==> run_1/drive_strength.png <==
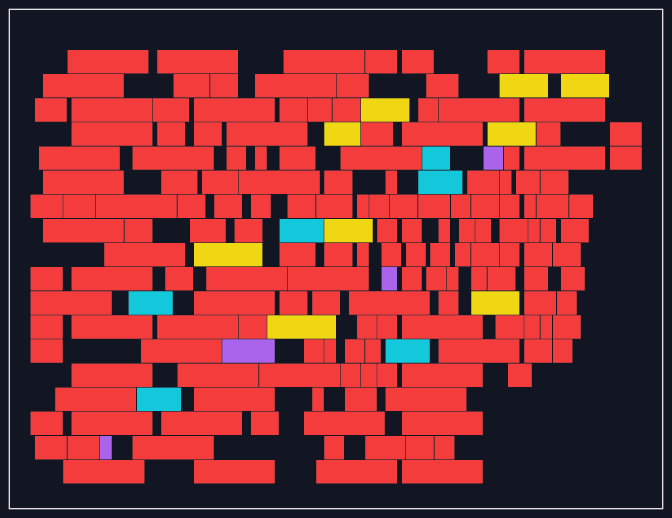
==> run_1/metal_stack.png <==
Two of the layers only.
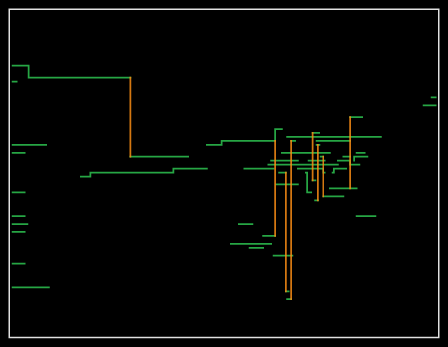
==> run_1/gate_families.png <==
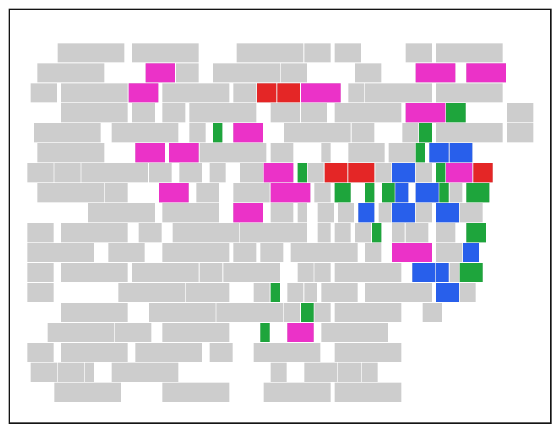
==> run_1/final_congestion.png <==
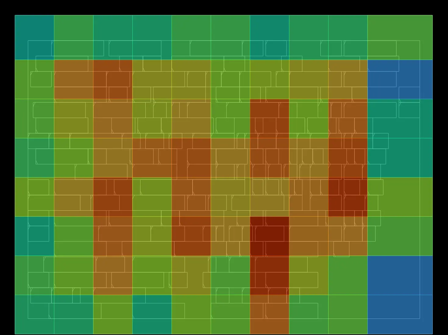
### config.mk
export PLATFORM = sky130hd
export DESIGN_NAME = morningjava_seg7_reader
export DESIGN_NICKNAME = d
export VERILOG_FILES = /design/src/rtl/morningjava_seg7_reader.sv
export SDC_FILE = /design/constraint.sdc
export NUM_CORES = 1
export LEC_CHECK = 0
export ABC_CLOCK_PERIOD_IN_PS = 6000
export CAP_MARGIN = 5
export CORE_ASPECT_RATIO = 0.75
export CORE_MARGIN = 2
export CORE_UTILIZATION = 61
export CTS_CLUSTER_DIAMETER = 80
export DETAILED_ROUTE_END_ITERATION = 16
export PLACE_DENSITY = 0.89
export SYNTH_ARGS = -nofsm -noshare
export SYNTH_HDL_FRONTEND = slang
export SYNTH_SLANG_ARGS = --single-unit
### constraint.sdc
create_clock -name clk -period 6 [get_ports clk]
set_input_delay 1.2 -clock clk [delete_from_list [all_inputs] [get_ports clk]]
set_output_delay 1.2 -clock clk [all_outputs]
set_load 0.005 [all_outputs]
### src/rtl/morningjava_seg7_reader.sv
// Debounced 7-segment reader: synchronizes a raw segment pattern, waits for it to
// stay stable, decodes it to a hex nibble and holds the result until acknowledged.
module morningjava_seg7_reader #(
  parameter int STABLE_CYCLES = 4
) (
  input  logic       clk,
  input  logic       rst,
  input  logic [7:0] segments,
  input  logic       ack_in,
  output logic [3:0] data_out,
  output logic       dp_out,
  output logic       valid_out,
  output logic       error_out,
  output logic       overrun_out
);

  // Handshake: valid_out rises with a committed report and stays high until a
  // cycle where ack_in is sampled high; a new commit always wins over ack_in.

  typedef enum logic {
    IDLE   = 1'b0,
    SETTLE = 1'b1
  } state_t;

  localparam logic [7:0] CNT_MAX = 8'(STABLE_CYCLES - 1);

  state_t     state, state_next;
  logic [7:0] s1, s2;
  logic [7:0] cand, cand_next;
  logic [7:0] cnt, cnt_next;
  logic [7:0] last, last_next;
  logic       commit;
  logic [3:0] dec_nibble;
  logic       dec_err;

  // State and datapath registers
  always_ff @(posedge clk or posedge rst) begin
    if (rst) begin
      s1          <= 8'h00;
      s2          <= 8'h00;
      state       <= IDLE;
      cand        <= 8'h00;
      cnt         <= 8'h00;
      last        <= 8'h00;
      data_out    <= 4'h0;
      dp_out      <= 1'b0;
      error_out   <= 1'b0;
      valid_out   <= 1'b0;
      overrun_out <= 1'b0;
    end else begin
      s1    <= segments;
      s2    <= s1;
      state <= state_next;
      cand  <= cand_next;
      cnt   <= cnt_next;
      last  <= last_next;
      if (commit) begin
        data_out  <= dec_nibble;
        dp_out    <= cand[7];
        error_out <= dec_err;
        valid_out <= 1'b1;
        if (valid_out && !ack_in) begin
          overrun_out <= 1'b1;
        end
      end else if (ack_in && valid_out) begin
        valid_out <= 1'b0;
      end
    end
  end

  // Next-state: any change of s2 restarts the settle window
  always_comb begin
    state_next = state;
    cand_next  = cand;
    cnt_next   = cnt;
    last_next  = last;
    commit     = 1'b0;
    if (s2 != cand) begin
      cand_next  = s2;
      cnt_next   = 8'h00;
      state_next = SETTLE;
    end else if (state == SETTLE) begin
      if (cnt < CNT_MAX) begin
        cnt_next = cnt + 8'd1;
      end else begin
        state_next = IDLE;
        last_next  = cand;
        commit     = (cand != last) && (cand[6:0] != 7'h00);
      end
    end
  end

  // Output decode of the settled candidate
  always_comb begin
    dec_nibble = 4'h0;
    dec_err    = 1'b0;
    case (cand[6:0])
      7'h3F: dec_nibble = 4'h0;
      7'h06: dec_nibble = 4'h1;
      7'h5B: dec_nibble = 4'h2;
      7'h4F: dec_nibble = 4'h3;
      7'h66: dec_nibble = 4'h4;
      7'h6D: dec_nibble = 4'h5;
      7'h7D: dec_nibble = 4'h6;
      7'h07: dec_nibble = 4'h7;
      7'h7F: dec_nibble = 4'h8;
      7'h67: dec_nibble = 4'h9;
      7'h77: dec_nibble = 4'hA;
      7'h7C: dec_nibble = 4'hB;
      7'h39: dec_nibble = 4'hC;
      7'h5E: dec_nibble = 4'hD;
      7'h79: dec_nibble = 4'hE;
      7'h71: dec_nibble = 4'hF;
      default: begin
        dec_nibble = 4'h0;
        dec_err    = 1'b1;
      end
    endcase
  end

endmodule

==> GITHUB_STEP_SUMMARY, run 1 <==
## Implementation flow summary

| Metric | Value |
|---|---|
| Area fraction in compound gates | `0.0605` |
| Antenna-violating nets left | `0` |
| Nets | `194` |
| XOR Share, Synth | `0.0786` |
| Area growth, synth to finish | `9.11%` |
| Fillers | `225` |
| Pint | `436 uW` |
| Tool warnings | `26` |
| Flop count | `49` |
| Status | `completed` |
| Pleak | `1.12 nW` |
| Insertion delay to the later sink of the worst-skew pair | `300 ps` |
| Most common cell in the netlist | `dfrtp_1` |
| Post-synth top area share | `0.554` |
| CP Data Arrival Time | `2830 ps` |
| Most frequent cells in the layout | `dfrtp_1 (49), clkdlybuf4s50_1 (18), xor2_1 (16), nand2_1 (9)` |
| P_clk | `184 uW` |
| Flip-flops with a built-in enable | `0` |
| Seq/Total Area, Yosys | `0.554` |
| Worst setup endpoint | `error_out` |
| Delay-heaviest family, CP | `simple AND/OR/NAND/NOR gates` |
| Final HPWL DP | `2610 um` |
| Initial antenna violation count | `0` |
| # DRC | `0` |
| Sequential Power Share | `0.616` |
| Routed vias | `1413` |
| Slowest cell delay on critical path | `740 ps` |
| Cell count in the Yosys report | `180` |
| First-pass GRT wire length | `6550 um` |
| PostCTS Resize Cnt | `0` |
| Tmin final | `2640 ps` |
| Multi-input gate count | `105` |
| Clk sinks | `49` |
| Largest net degree at the start of global routing | `50` |
| Floorplan net count | `192` |
| WL final | `3800 um` |
| Non-Clock Buffer Count | `18` |
| Yosys warning count | `0` |
| M2 GR Usage | `0.334` |
| Clock network area share | `0.0342` |
| Io pins | `19` |
| Critical R2R Launch | `cand[4]` |
| CTS tree | `built` |
| Post-synthesis cell area | `2210 um2` |
| DR top layer | `met4` |
| Slew headroom | `0.371` |
| Max Cap Viol | `0` |
| N_taps | `40` |
| CP max FO | `18` |
| Num CTS Buffers | `5` |
| Setup violators final | `0` |
| Critical path depth in cells | `5` |
| Ys flop type | `dfrtp_1` |
| Adder-Cell Fraction of Synth Area | `0.00566` |
| R2r worst-path depth | `5` |
| Setup CP Type | `flip-flop to flip-flop` |
| DP Area | `2330 um2` |
| Worst-path clk slew | `80 ps` |
| DP Cell Count | `215` |
| Dominant comb cell | `simple AND/OR/NAND/NOR gates` |
| Post-CTS Setup Inserts | `0` |
| Mean post-synth cell area | `12.3 um2` |
| GR Util met1 | `0.287` |
| Pwr Density | `238 nW/um2` |
| GRT Total Usage | `0.213` |
| Sequential cell area | `1230 um2` |
| Clock buffer depth | `2` |
| Unrepaired setup endpoints after global routing | `no` |
| Top cells by area, synth | `dfrtp_1 (55%), xor2_1 (6.3%), mux2_1 (4.1%), mux2_4 (4.1%), clkbuf_1 (2.5%)` |
| CTS H-tree lvls | `2` |
| Combinational Area | `863 um2` |
| Hold Startpoint | `s1[4]` |
| Top cell category | `sequential cells` |
| PortBufs | `18` |
Notes on drive_strength.png above:
| size | color | cells |
|---|---|---|
| drive 3 to 4 | yellow | 9 |
| drive 2 | purple | 4 |
| drive 6 and up | cyan | 6 |
| drive 1 or less | red | 163 |
final instance area: 2410 um2
fin worst setup slack: 3360 ps

Notes on metal_stack.png above:
| layer | color | wire length |
|---|---|---|
| met4 | orange | 114 um |
| met3 | green | 215 um |

Notes on gate_families.png above:
| family | color | cells |
|---|---|---|
| inverting AOI/OAI gates | blue | 12 |
| multiplexers | magenta | 16 |
| NAND gates | green | 17 |
| AND-OR and OR-AND gates | red | 5 |
Commonest Layout Cell: dfrtp_1
Comb/total area: 0.358
fin cells: 222

Notes on final_congestion.png above:
GR Util met3: 0.0525
final core occ: 0.714

## Run 2: what changed since run 1
--- a/config.mk
+++ b/config.mk
@@ -5,14 +5,14 @@
 export SDC_FILE = /design/constraint.sdc
 export NUM_CORES = 1
 export LEC_CHECK = 0
-export ABC_CLOCK_PERIOD_IN_PS = 6000
+export ABC_CLOCK_PERIOD_IN_PS = 2700
 export CAP_MARGIN = 5
 export CORE_ASPECT_RATIO = 0.75
 export CORE_MARGIN = 2
-export CORE_UTILIZATION = 61
+export CORE_UTILIZATION = 57
 export CTS_CLUSTER_DIAMETER = 80
 export DETAILED_ROUTE_END_ITERATION = 16
-export PLACE_DENSITY = 0.89
+export PLACE_DENSITY = 0.85
 export SYNTH_ARGS = -nofsm -noshare
 export SYNTH_HDL_FRONTEND = slang
 export SYNTH_SLANG_ARGS = --single-unit
==> constraint.sdc (replaced) <==
create_clock -name clk -period 2.7 [get_ports clk]
set_input_delay 0.54 -clock clk [delete_from_list [all_inputs] [get_ports clk]]
set_output_delay 0.54 -clock clk [all_outputs]
set_load 0.005 [all_outputs]
==> run_2/pins.png <==
Scale bar: 20 um. Pins as bars across the die edge, other pins in gray.
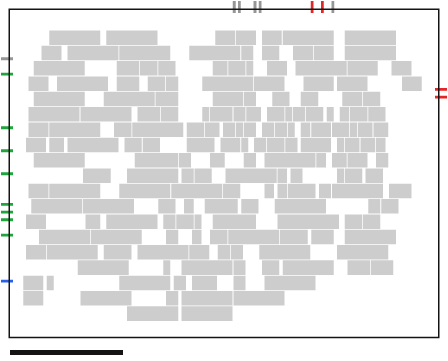
| port | color | pins | direction | edge |
|---|---|---|---|---|
| segments | green | 8 | input | left |
| rst | blue | 1 | input | left |
| data_out | red | 4 | output | 2 right, 2 top |
all pins by edge: 10 left, 7 top, 2 right

==> run_2/final_congestion.png <==
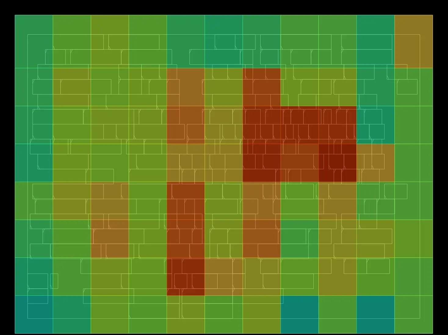
final core occ: 0.674
GR Util met3: 0.0592
GRT Total Usage: 0.201

==> GITHUB_STEP_SUMMARY, run 2 <==
## Implementation flow summary

| Metric | Value |
|---|---|
| Area fraction in compound gates | `0.0605 (unchanged)` |
| Slew Limit Fails | `0 (unchanged)` |
| Metal2 WL | `1890 um (about the same)` |
| Setup TNS | `0 ps (unchanged)` |
| Pre-CTS WS | `382 ps (was 3410 ps)` |
| Mapped Cells | `180 (unchanged)` |
| Slowest cell delay on critical path | `750 ps (was 740 ps)` |
| Largest net degree at the start of global routing | `45 (was 50)` |
| Critical R2R Launch | `cand[3] (was cand[4])` |
| N_taps | `52 (was 40)` |
| Seq/Total Area, Yosys | `0.554 (unchanged)` |
| Clk sinks | `49 (unchanged)` |
| Vias in the first global route | `1435 (was 1296)` |
| Fillers | `278 (was 225)` |
| Slew headroom | `0.429 (was 0.371)` |
| R2r worst-path depth | `5 (unchanged)` |
| Mean post-synth cell area | `12.3 um2 (unchanged)` |
| Crit start category | `flip-flop (unchanged)` |
| GPL Wtd Cong | `0.833 (was 0.890)` |
| Critical path cell sequence | `xor2_1, nor4_4, and4_1, and3_4, mux2_4 (unchanged)` |
| Crit path buf inv count | `0 (unchanged)` |
| Clock skew | `6.84 ps (was 5.92 ps)` |
| Multi-input gate count | `105 (unchanged)` |
| Peak-usage layer in the global routing report | `met2 (unchanged)` |
| Sequential cell area | `1230 um2 (unchanged)` |
| WL final | `3870 um (was 3800 um)` |
| Mux share | `0.0905 (unchanged)` |
| Max Cap Viol | `0 (unchanged)` |
| CP Data Arrival Time | `2510 ps (was 2830 ps)` |
| Commonest cells post-synth | `dfrtp_1 (49), xor2_1 (16), clkbuf_1 (15), nand2_1 (9) (unchanged)` |
| Area growth, synth to finish | `12.3% (was 9.11%)` |
| Wire length on met1 | `1710 um (was 1590 um)` |
| Setup violators final | `0 (unchanged)` |
| CP max FO | `19 (was 18)` |
| Critical path's slowest cell | `dfrtp_1 (unchanged)` |
| Root buf cell | `clkbuf_8 (unchanged)` |
| Worst Setup End Kind | `flip-flop (unchanged)` |
| Net Sw Frac | `0.227 (was 0.241)` |
| Sequential Power Share | `0.568 (was 0.616)` |
| Tightest Pin Transition | `856 ps (was 942 ps)` |
| Sequential power | `783 uW (was 354 uW)` |
| Synth area leader | `dfrtp_1 (unchanged)` |
| Setup CP Type | `flip-flop to flip-flop (unchanged)` |
| Post-CTS Setup Inserts | `0 (unchanged)` |
| XOR Share, Synth | `0.0786 (unchanged)` |
| Post-synthesis cell area | `2210 um2 (unchanged)` |
| Floorplan net count | `192 (unchanged)` |
| Top cells by area, synth | `dfrtp_1 (55%), xor2_1 (6.3%), mux2_1 (4.1%), mux2_4 (4.1%), clkbuf_1 (2.5%) (unchanged)` |
| Cell count in the Yosys report | `180 (unchanged)` |
| Flip-flops with a built-in enable | `0 (unchanged)` |
| Delay-heaviest family, CP | `simple AND/OR/NAND/NOR gates (unchanged)` |
| Distinct lib cells | `47 (unchanged)` |
| Core area | `3680 um2 (was 3380 um2)` |
| PostCTS Resize Cnt | `0 (unchanged)` |
| P_clk | `510 uW (was 184 uW)` |
| Hold Startpoint | `s1[6] (was s1[4])` |
| DP Area | `2380 um2 (was 2330 um2)` |
| DP Cell Count | `231 (was 215)` |
| Standard-cell rows | `19 (was 18)` |
| Flop count | `49 (unchanged)` |
| Final non-clock buffer share | `0.0846 (was 0.0747)` |
| Hold WS | `353 ps (about the same)` |
| Die X | `75.9 um (was 73.5 um)` |
| Most common cell in the netlist | `dfrtp_1 (unchanged)` |
| Init Core Util | `0.600 (was 0.655)` |
| Req. time, crit path | `2880 ps (was 6180 ps)` |
| Number of iterations in the first detailed-routing pass | `5 (was 4)` |
| Tmin final | `2330 ps (was 2640 ps)` |
| Worst-path clk slew | `90 ps (was 80 ps)` |
| Tot Pwr | `1.38 mW (was 574 uW)` |
| Adder-Cell Fraction of Synth Area | `0.00566 (unchanged)` |
| Routed vias/inst | `5.86 (was 6.36)` |
| Worst setup endpoint | `data_out[3] (was error_out)` |
| Main power group | `sequential cells (unchanged)` |
| CTS tree | `built (unchanged)` |
| Maximum operating frequency | `0.430 GHz (was 0.378 GHz)` |
| Non-clock inverter count | `3 (unchanged)` |
| Insertion delay to the later sink of the worst-skew pair | `300 ps (about the same)` |
| Combinational Area | `863 um2 (unchanged)` |
| Pint | `1.07 mW (was 436 uW)` |
| Hold EP | `s2[6] (was s2[4])` |
| Unrepaired setup endpoints after global routing | `no (unchanged)` |
| Gate power share | `0.062 (was 0.063)` |
| Final HPWL DP | `2750 um (was 2610 um)` |
| Full die area | `4400 um2 (was 4130 um2)` |
| PortBufs | `18 (unchanged)` |
| Comb/total area | `0.348 (was 0.358)` |
| Internal reg-to-reg setup slack | `370 ps (was 3360 ps)` |
| Fraction of area in registers | `0.494 (was 0.508)` |
| Commonest Layout Cell | `dfrtp_1 (unchanged)` |
| Final hold vios | `0 (unchanged)` |
| Top cell category | `sequential cells (unchanged)` |
| Pwr Density | `555 nW/um2 (was 238 nW/um2)` |
| Combinational power | `85.4 uW (was 36.1 uW)` |
| Yosys warning count | `0 (unchanged)` |
| Io pins | `19 (unchanged)` |
| GR Util met1 | `0.251 (was 0.287)` |
| Status | `completed (unchanged)` |
| Post-synth top area share | `0.554 (unchanged)` |
| First-pass GRT wire length | `6780 um (was 6550 um)` |
| Fin worst setup slack | `374 ps (was 3360 ps)` |
| Reg2reg end | `data_out[3] (was error_out)` |
| Pleak | `1.15 nW (was 1.12 nW)` |
| Dominant comb cell | `simple AND/OR/NAND/NOR gates (unchanged)` |
| Crit path launch | `cand[3] (was cand[4])` |
| Drt wl/cell | `16.3 um (was 17.1 um)` |
| Routed wl met3 | `187 um (was 214 um)` |
| DR top layer | `met4 (unchanged)` |
| Share of cells above drive strength 1 | `0.124 (was 0.104)` |
| Sw Pwr | `313 uW (was 138 uW)` |
| Post-synthesis chip area from yosys | `2210 um2 (unchanged)` |
| Synth async-reset ratio | `1.00 (unchanged)` |
| Final Cycle Share | `0.861 (was 0.441)` |
| CTS H-tree lvls | `2 (unchanged)` |
| Tool warnings | `26 (unchanged)` |
| Die y size | `58.0 um (was 56.2 um)` |
| Yosys simple share | `0.155 (unchanged)` |
| Routed vias | `1394 (was 1413)` |
| Final instance area | `2480 um2 (was 2410 um2)` |
| # DRC | `0 (unchanged)` |
| Nets | `198 (was 194)` |
| Clk pwr share | `0.370 (was 0.321)` |
| Hold Crit Class | `flip-flop to flip-flop (unchanged)` |
| Drt initial violations | `164 (was 168)` |
| Number of diodes | `0 (unchanged)` |
| Non-Clock Buffer Count | `22 (was 18)` |
| Fin cells | `238 (was 222)` |
| Initial antenna violation count | `0 (unchanged)` |
| Max VDD drop | `482 uV (was 219 uV)` |
| Ys flop type | `dfrtp_1 (unchanged)` |
| Layout clock buffers | `5 (unchanged)` |
| M2 GR Usage | `0.334 (unchanged)` |
| Num CTS Buffers | `5 (unchanged)` |
| Hold Buf Count CTS | `0 (unchanged)` |
| Clock buffer depth | `2 (unchanged)` |
| Post-synth regs | `49 (unchanged)` |
| Antenna-violating nets left | `0 (unchanged)` |
| Clock network area share | `0.0433 (was 0.0342)` |
| Critical path depth in cells | `5 (unchanged)` |
| Most frequent cells in the layout | `dfrtp_1 (49), clkdlybuf4s50_1 (18), xor2_1 (16), nand2_1 (9) (unchanged)` |
Power and IR drop assume default switching activity.
